==> src/rtl/lfsr_hex_gen_pkg.sv <==
// Shared constants for the LFSR pattern generator: 7-segment code table,
// blank pattern and the default 8-bit feedback mask.
package lfsr_hex_gen_pkg;

    // Active-low 7-segment codes, bit7..1 = a..g, bit0 = dp (kept dark).
    localparam logic [7:0] SEG7_HEX [16] = '{
        8'h03, 8'h9F, 8'h25, 8'h0D,
        8'h99, 8'h49, 8'h41, 8'h1F,
        8'h01, 8'h09, 8'h11, 8'hC1,
        8'h63, 8'h85, 8'h61, 8'h71
    };

    // All segments and the decimal point off.
    localparam logic [7:0] SEG7_BLANK = 8'hFF;

    // Maximal-length feedback mask for the 8-bit default configuration.
    localparam logic [7:0] LFSR_TAPS_8 = 8'h1D;

    // Look up the active-low segment pattern for one hex nibble.
    function automatic logic [7:0] seg7_code(input logic [3:0] nibble);
        return SEG7_HEX[nibble];
    endfunction

endpackage

==> src/rtl/lfsr_hex_gen_hex_to_seg7.sv <==
// One hex digit decoder: 4-bit nibble to active-low 7-segment pattern.
module hex_to_seg7
    import lfsr_hex_gen_pkg::*;
(
    input  logic [3:0] nibble,
    output logic [7:0] seg_n
);

    // Pure table lookup, the decimal point is never lit.
    always_comb begin
        seg_n = seg7_code(nibble);
    end

endmodule

==> src/rtl/lfsr_hex_gen.sv <==
// Fibonacci LFSR pattern generator for board demos. Steps on a switch edge
// or on a prescaled tick, loads a seed with zero-lockup substitution,
// measures the sequence period and shows the state on hex 7-seg digits.
module lfsr_hex_gen
    import lfsr_hex_gen_pkg::*;
#(
    parameter int              WIDTH      = 8,
    parameter logic [WIDTH-1:0] TAPS      = WIDTH'(LFSR_TAPS_8),
    parameter int              DIV_W      = 24,
    localparam int             NUM_DIGITS = (WIDTH + 3) / 4
) (
    input  logic                    clk,
    input  logic                    rst,
    input  logic                    sw_step,
    input  logic                    sw_load,
    input  logic                    sw_run,
    input  logic [WIDTH-1:0]        seed,
    output logic [WIDTH-1:0]        lfsr_q,
    output logic                    zero_flag,
    output logic                    seed_fixed,
    output logic [WIDTH-1:0]        period_len,
    output logic                    period_valid,
    output logic [8*NUM_DIGITS-1:0] seg_n
);

    localparam int PAD_W = 4 * NUM_DIGITS;

    logic [2:0]         step_sync;
    logic [2:0]         load_sync;
    logic [1:0]         run_sync;
    logic               step_pulse;
    logic               load_pulse;
    logic               run_s;
    logic [DIV_W-1:0]   prescaler;
    logic               tick;
    logic               step_en;
    logic               feedback;
    logic [WIDTH-1:0]   lfsr_next;
    logic [WIDTH-1:0]   seed_safe;
    logic [WIDTH-1:0]   seed_reg;
    logic [WIDTH-1:0]   cnt;
    logic [PAD_W-1:0]   hex_value;

    // Bring the asynchronous switches into the clock domain; the third stage
    // of the edge chains holds the previous synced value for edge detection.
    always_ff @(posedge clk) begin
        if (rst) begin
            step_sync <= '0;
            load_sync <= '0;
            run_sync  <= '0;
        end else begin
            step_sync <= {step_sync[1:0], sw_step};
            load_sync <= {load_sync[1:0], sw_load};
            run_sync  <= {run_sync[0], sw_run};
        end
    end

    // Rising-edge pulses, free-run level and the step selection.
    always_comb begin
        step_pulse = step_sync[1] & ~step_sync[2];
        load_pulse = load_sync[1] & ~load_sync[2];
        run_s      = run_sync[1];
        tick       = run_s & (&prescaler);
        step_en    = run_s ? tick : step_pulse;
    end

    // Free-running prescaler; held at zero when not running so every run
    // starts with a full period before the first step.
    always_ff @(posedge clk) begin
        if (rst || load_pulse || !run_s) begin
            prescaler <= '0;
        end else begin
            prescaler <= prescaler + DIV_W'(1);
        end
    end

    // Next LFSR state and the zero-safe seed.
    always_comb begin
        feedback  = ^(lfsr_q & TAPS);
        lfsr_next = {feedback, lfsr_q[WIDTH-1:1]};
        seed_safe = (seed == '0) ? WIDTH'(1) : seed;
    end

    // LFSR state, seed capture and period measurement; a load wins over a
    // step arriving in the same cycle.
    always_ff @(posedge clk) begin
        if (rst) begin
            lfsr_q       <= WIDTH'(1);
            seed_reg     <= WIDTH'(1);
            seed_fixed   <= 1'b0;
            cnt          <= '0;
            period_len   <= '0;
            period_valid <= 1'b0;
        end else if (load_pulse) begin
            lfsr_q       <= seed_safe;
            seed_reg     <= seed_safe;
            seed_fixed   <= (seed == '0);
            cnt          <= '0;
            period_valid <= 1'b0;
        end else if (step_en) begin
            lfsr_q <= lfsr_next;
            if (lfsr_next == seed_reg) begin
                period_len   <= cnt + WIDTH'(1);
                period_valid <= 1'b1;
                cnt          <= '0;
            end else begin
                cnt <= cnt + WIDTH'(1);
            end
        end
    end

    // Safety flag and zero-extended display value derived from the state.
    always_comb begin
        zero_flag = (lfsr_q == '0);
        hex_value = PAD_W'(lfsr_q);
    end

    genvar k;
    generate
        for (k = 0; k < NUM_DIGITS; k++) begin : g_digit
            hex_to_seg7 u_digit (
                .nibble (hex_value[4*k +: 4]),
                .seg_n  (seg_n[8*k +: 8])
            );
        end
    endgenerate

endmodule

==> config.mk <==
export PLATFORM = sky130hd
export DESIGN_NAME = lfsr_hex_gen
export DESIGN_NICKNAME = d
export VERILOG_FILES = /design/src/rtl/lfsr_hex_gen_pkg.sv /design/src/rtl/lfsr_hex_gen_hex_to_seg7.sv /design/src/rtl/lfsr_hex_gen.sv
export SDC_FILE = /design/constraint.sdc
export NUM_CORES = 1
export LEC_CHECK = 0
export CAP_MARGIN = 40
export CELL_PAD_IN_SITES_DETAIL_PLACEMENT = 0
export CELL_PAD_IN_SITES_GLOBAL_PLACEMENT = 1
export CORE_ASPECT_RATIO = 0.5
export CORE_MARGIN = 4
export CORE_UTILIZATION = 41
export DETAILED_ROUTE_END_ITERATION = 10
export GPL_ROUTABILITY_DRIVEN = 0
export PLACE_DENSITY = 0.89
export RECOVER_POWER = 100
export SLEW_MARGIN = 20
export SYNTH_ARGS = -nofsm -noshare
export SYNTH_HDL_FRONTEND = slang
export SYNTH_SLANG_ARGS = --single-unit
==> constraint.sdc <==
create_clock -name clk -period 2.8 [get_ports clk]
set_input_delay 0.42 -clock clk [delete_from_list [all_inputs] [get_ports clk]]
set_output_delay 0.42 -clock clk [all_outputs]
set_load 0.05 [all_outputs]
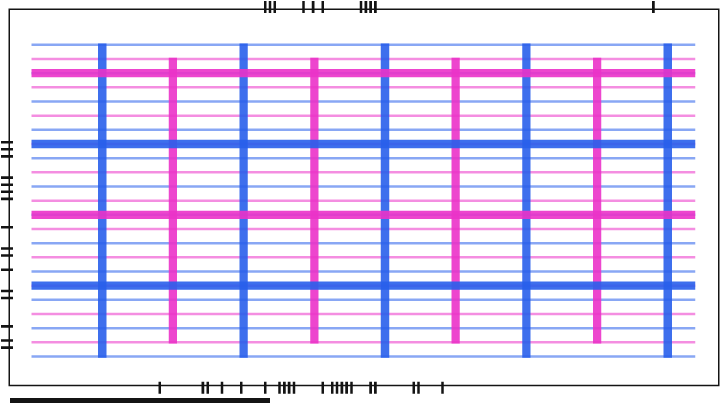
*Floorplan with the power grid, run 1*
Bar = 50 um. Pins as bars on the die edge.
[VDD] magenta
[VSS] blue
rows: 22
met5 straps: 4
largest voltage drop on the vdd net: 0.000309 V
height of the die: 72.0 um
Horiz. Die Dim: 136 um
Core Area: 7620 um2

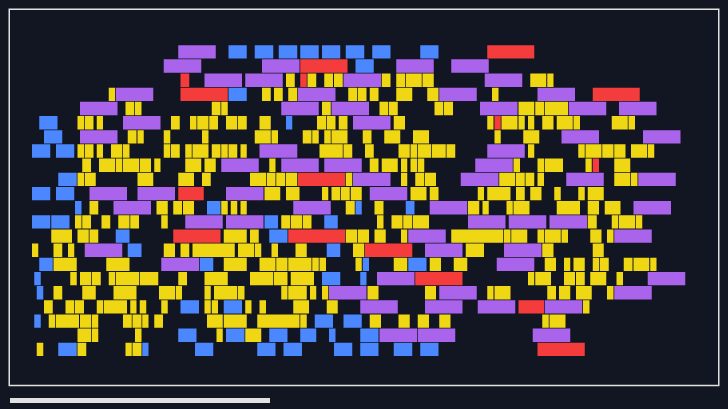
*Placement by cell class, run 1*
Bar = 50 um.
[combinational and other logic] yellow | cells: 314
[clock drivers and dummy loads] red | cells: 16
[sequential cells] purple | cells: 66
[remaining buffers and delay cells] blue | cells: 58
number of cell rows: 22
core utilization of the finished layout: 54.6%
final std cell area, no fill: 4160 um2
sequential share of cell area: 31.7%

==> results.txt, run 1 <==
Results of an implementation run.

The flow ran to the end, and the final reports show no timing, DRC or antenna violations. The global route stage reports its total congestion overflow as 0. The number of buffers other than clock buffers in the final layout is 58. The total of buffers placed on input and output ports is 45. The cell at the slowest stage of the critical path is sky130_fd_sc_hd__dlygate4sd3_1.

The number of nets in the finished design is 477. The synthesized netlist devotes 5.59% of its cell area to adder and majority cells. In the final layout, clock buffers and inverters account for 7.19% of the cell area. The number of global-route vias before repair is 2631. A synthesized cell averages 8.26 um2.

The required time of the worst setup path is 2.38 ns. For reference, the mux area share after synthesis is 1.60%. The number of DRC violations after detailed-routing iteration 0 is 129. In the post-route analysis, the smallest setup slack over all paths is 0.127 ns. The total clock buffers created by CTS is 9. The stage delay of the slowest cell on the critical path is 0.90 ns. On the reported timing paths, the clock transition at the registers reads 0.05 ns.

The sequential cells in the finished layout cover a total of 1320 um2. The multi-input gate share of the layout cell area is 45.1%. The number of antenna violations at the first check in global routing is 0. The post-CTS setup buffer count is 0.

The critical path arrival is 2.25 ns. The leakage power summed over all cells is 0.00161 uW. The number of logged tool warnings is 36.

The maximum clock skew at final layout is 0.00587 ns. Summing the sequential cell areas from Yosys gives 39.4% of the chip area. The Yosys step of the flow raised 0 warnings. The flip-flop and latch count after synthesis is 66. The time the final worst path needs with I/O delays and setup is 2.67 ns. The max-capacitance violation count is 0. Post-synth the commonest register cell is sky130_fd_sc_hd__dfxtp_1. The top-level I/O count is 48. The last element of the critical path is seg_n[7].

The number of placed instances with taps included is 546. Sorting the synthesized cells by area gives the leading types as sky130_fd_sc_hd__dfxtp_1 39%, sky130_fd_sc_hd__xor2_1 6.5%, sky130_fd_sc_hd__ha_1 5.6%. The area share of the leading cell type in the synthesized netlist is 39.4%. In the finished layout, the clock tree contains a buffer count of 14. After Yosys synthesis, AND-OR and OR-AND compound gates account for 10.9% of the synthesized area. Summing all multi-input logic gate instances after layout gives 1880 um2.
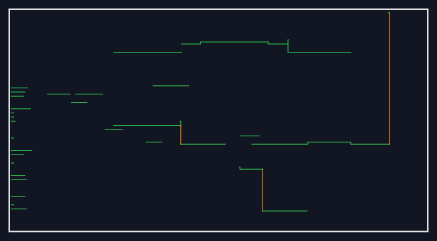
*Wiring by layer, run 1*
Only two layers are drawn.
[metal 3] green | wire length: 293 um
[metal 4] orange | wire length: 62.6 um
total routed wirelength: 7190 um
GRT Overall Usage: 15.7%
Vias: 2838
mean routed wirelength per cell: 12.8 um

[run 1: routing by layer]
layer	wire length [um]	vias to the layer above	global-route usage, %
met4	62	0	5.36
li1	-	1476	-
met2	3370	43	24.5
met1	3470	1313	19.8
met3	292	6	6.44
met5	0	-	0
[run 1: stage by stage]
stage               area, um2  hold slack, ns
global route             4160           0.455
global placement         3910           0.423
CTS                      4210           0.443
detailed placement       3910           0.428
floorplan                3360           0.414
finish                   4160           0.439
[run 1: where the power goes]
part | leakage (uW) | internal [uW] | switching, uW | total [uW]
clock | 0.000147 | 736 | 378 | 1110
combinational | 0.000930 | 144 | 292 | 435
sequential | 0.000535 | 960 | 22.3 | 983
### Clock wires, drivers and flops, run 1

Bar = 50 um.
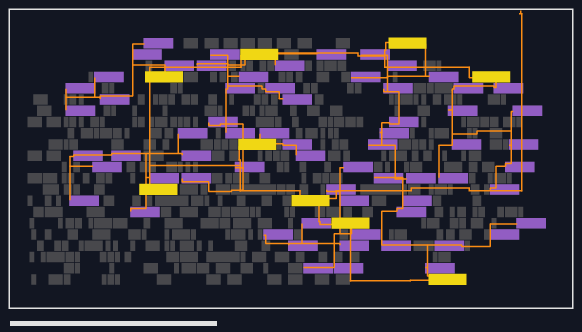

--- run 2 (diff from run 1) ---
--- a/config.mk
+++ b/config.mk
@@ -8,7 +8,7 @@
 export CAP_MARGIN = 40
 export CELL_PAD_IN_SITES_DETAIL_PLACEMENT = 0
 export CELL_PAD_IN_SITES_GLOBAL_PLACEMENT = 1
-export CORE_ASPECT_RATIO = 0.5
+export CORE_ASPECT_RATIO = 1.25
 export CORE_MARGIN = 4
 export CORE_UTILIZATION = 41
 export DETAILED_ROUTE_END_ITERATION = 10
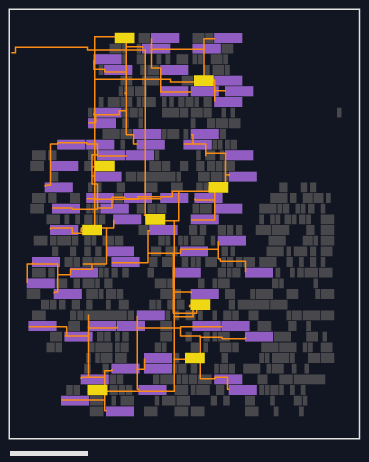
*Clock wires, drivers and flops, run 2*
Bar = 20 um.
[clock drivers] yellow | count: 9
[flip-flops] purple | count: 66
[clock wires] orange | length: 860 um
routed clock nets: 10
insertion delay of the later-clocked pin in the worst-skew pair: 0.35 ns
Power Clock: 784 uW
worst clock skew on the final layout: 0.00627 ns
part of the power in the clock network: 35.9%

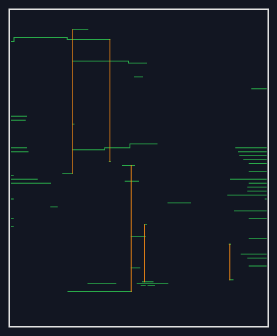
*Wiring by layer, run 2*
Only two layers are drawn.
mean routed wirelength per cell: 13.0 um
Vias: 2866

==> run 2 against run 1 <==
The run now ends with capacitance limit, slew limit left; wire length shrank 1.3%; flip-flop count is the same; worst hold slack gained 0.0070 ns; global-route usage grew 0.65 points; combinational power shrank 3%; cell count shrank 2.8%; register-to-register slack lost 0.05 ns; sequential power is essentially flat; maximum frequency grew 1.7%.
==> results.txt, run 2 <==
Results of an implementation run.

Result of the run: finished, violations left (was finished clean). The final reports fail on capacitance limit, slew limit. The max-capacitance violation count was 1 (was 0). The power in combinational cells is 420 uW (was 435 uW). The relative contribution of combinational cells to total power is 19.2% (was 17.2%). The number of placed instances with taps included is 530 (was 546). The main flop type was sky130_fd_sc_hd__dfxtp_1 (unchanged). The part of the Yosys area used for sequential elements is 39.4% (unchanged). The register clock-pin slew on the reported worst setup and hold paths is 0.07 ns (was 0.05 ns). The number of buffers other than clock buffers in the final layout was 55 (was 58). The final worst-path setup slack is 0.173 ns (was 0.127 ns). The time the final worst path needs with I/O delays and setup is 2.63 ns (was 2.67 ns). Cell breakdown of the critical path: inv_1 > ha_1 > or2_2 > o211ai_1 > o31ai_2 > clkdlybuf4s50_1 (was inv_1 > ha_1 > nor2_1 > o31ai_2 > dlygate4sd3_1). The post-CTS setup buffer count is 0 (unchanged).

The final tally of max-slew violations is 34 (was 0). The routed wire length on met3 came to 372 um (was 292 um). The top routing layer in use is met4 (unchanged). The number of global-route vias before repair came to 2867 (was 2631).

The multi-input gate share of the layout cell area was 46.9% (was 45.1%). The total of buffers placed on input and output ports is 45 (unchanged). The fraction of standard cell area that is sequential is 33.0% (was 31.7%). The stage delay of the slowest cell on the critical path came to 0.70 ns (was 0.90 ns). The top-level I/O count is 48 (unchanged).

The reported sequential group power is 982 uW (was 983 uW). The share of total power consumed by net switching came to 31.4% (was 27.3%). The number of antenna violations at the first check in global routing is 0 (unchanged). The post-route worst hold slack is 0.446 ns (was 0.439 ns). The number of distinct library cells after synthesis is 49 (unchanged). The flip-flop and latch count after synthesis is 66 (unchanged). The placed instance area was 3870 um2 (was 3910 um2). The number of placement rows is 36 (was 22).

Top cells by area, synth: sky130_fd_sc_hd__dfxtp_1 39%, sky130_fd_sc_hd__xor2_1 6.5%, sky130_fd_sc_hd__ha_1 5.6% (unchanged). The footprint of the multi-input gates was 1880 um2 (unchanged). The part of the power in registers was 44.9% (was 38.8%). The largest power group was registers (was clock). The required time of the worst setup path came to 2.38 ns (about the same). The total number of yosys warnings is 0 (unchanged). The area fraction of clock buffers and clock inverters is 4.85% (was 7.19%).

The TritonCTS clock tree is built (unchanged). The total clock buffers created by CTS is 9 (unchanged). Most instantiated logic cells after routing: 66 x sky130_fd_sc_hd__dfxtp_1, 50 x sky130_fd_sc_hd__nor2_1, 43 x sky130_fd_sc_hd__nand2_1 (unchanged). The met2 track utilization from global routing is 26.4% (was 24.5%). The met3 usage in global routing is 4.23% (was 6.44%).

The number of nets in the finished design is 474 (was 477). The area share of the leading cell type in the synthesized netlist is 39.4% (unchanged). The post-route cell area is 4000 um2 (was 4160 um2). The routed wire length on met2 was 3340 um (was 3370 um). The internal power contribution is 1500 uW (was 1840 uW).

The overall global routing resource usage is 16.3% (was 15.7%). The number of logged tool warnings is 36 (unchanged). The cell at the slowest stage of the critical path is sky130_fd_sc_hd__clkdlybuf4s50_1 (was sky130_fd_sc_hd__dlygate4sd3_1).

The number of DRC violations after detailed-routing iteration 0 is 158 (was 129).
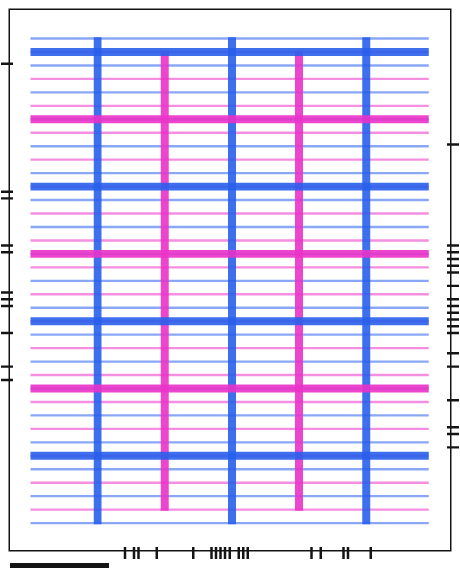
*Floorplan with the power grid, run 2*
Bar = 20 um. Pins as bars on the die edge.
[VSS] blue
[VDD] magenta
signal pins: 48
met4 straps: 5
met5 straps: 7
met1 rails: 37
rows: 36
height of the die: 109 um
Horiz. Die Dim: 88.9 um
Core Area: 7880 um2
largest voltage drop on the vdd net: 0.000312 V

run 2: path summary, 6_finish.rpt:
check | from | end | slack, ns | cells after the start
worst min register to register | step_sync[0] | step_sync[1] | 0.45 | 1
worst max register to register | prescaler[0] | cnt[0] | 0.36 | 7
worst min-delay path | step_sync[0] | step_sync[1] | 0.45 | 1
worst max-delay path | lfsr_q[1] | seg_n[7] | 0.17 | 6
run 2: cell families (layout without fill, tap and decap cells):
kind of cell               count (synthesis)  in the layout  synth area share [%]
AOI/OAI and AO/OA                         60             60                  10.9
xor gates and xnor gates                  38             38                  10.3
adders and majority gates                 15             15                  5.59
buffers and inverters                     37             81                  4.92
DFF                                       66             66                  39.4
muxes                                      4              4                  1.60
other                                      1              2                 0.112
and+or+nand+nor                          185            185                  27.2
Power and IR drop assume default switching activity.
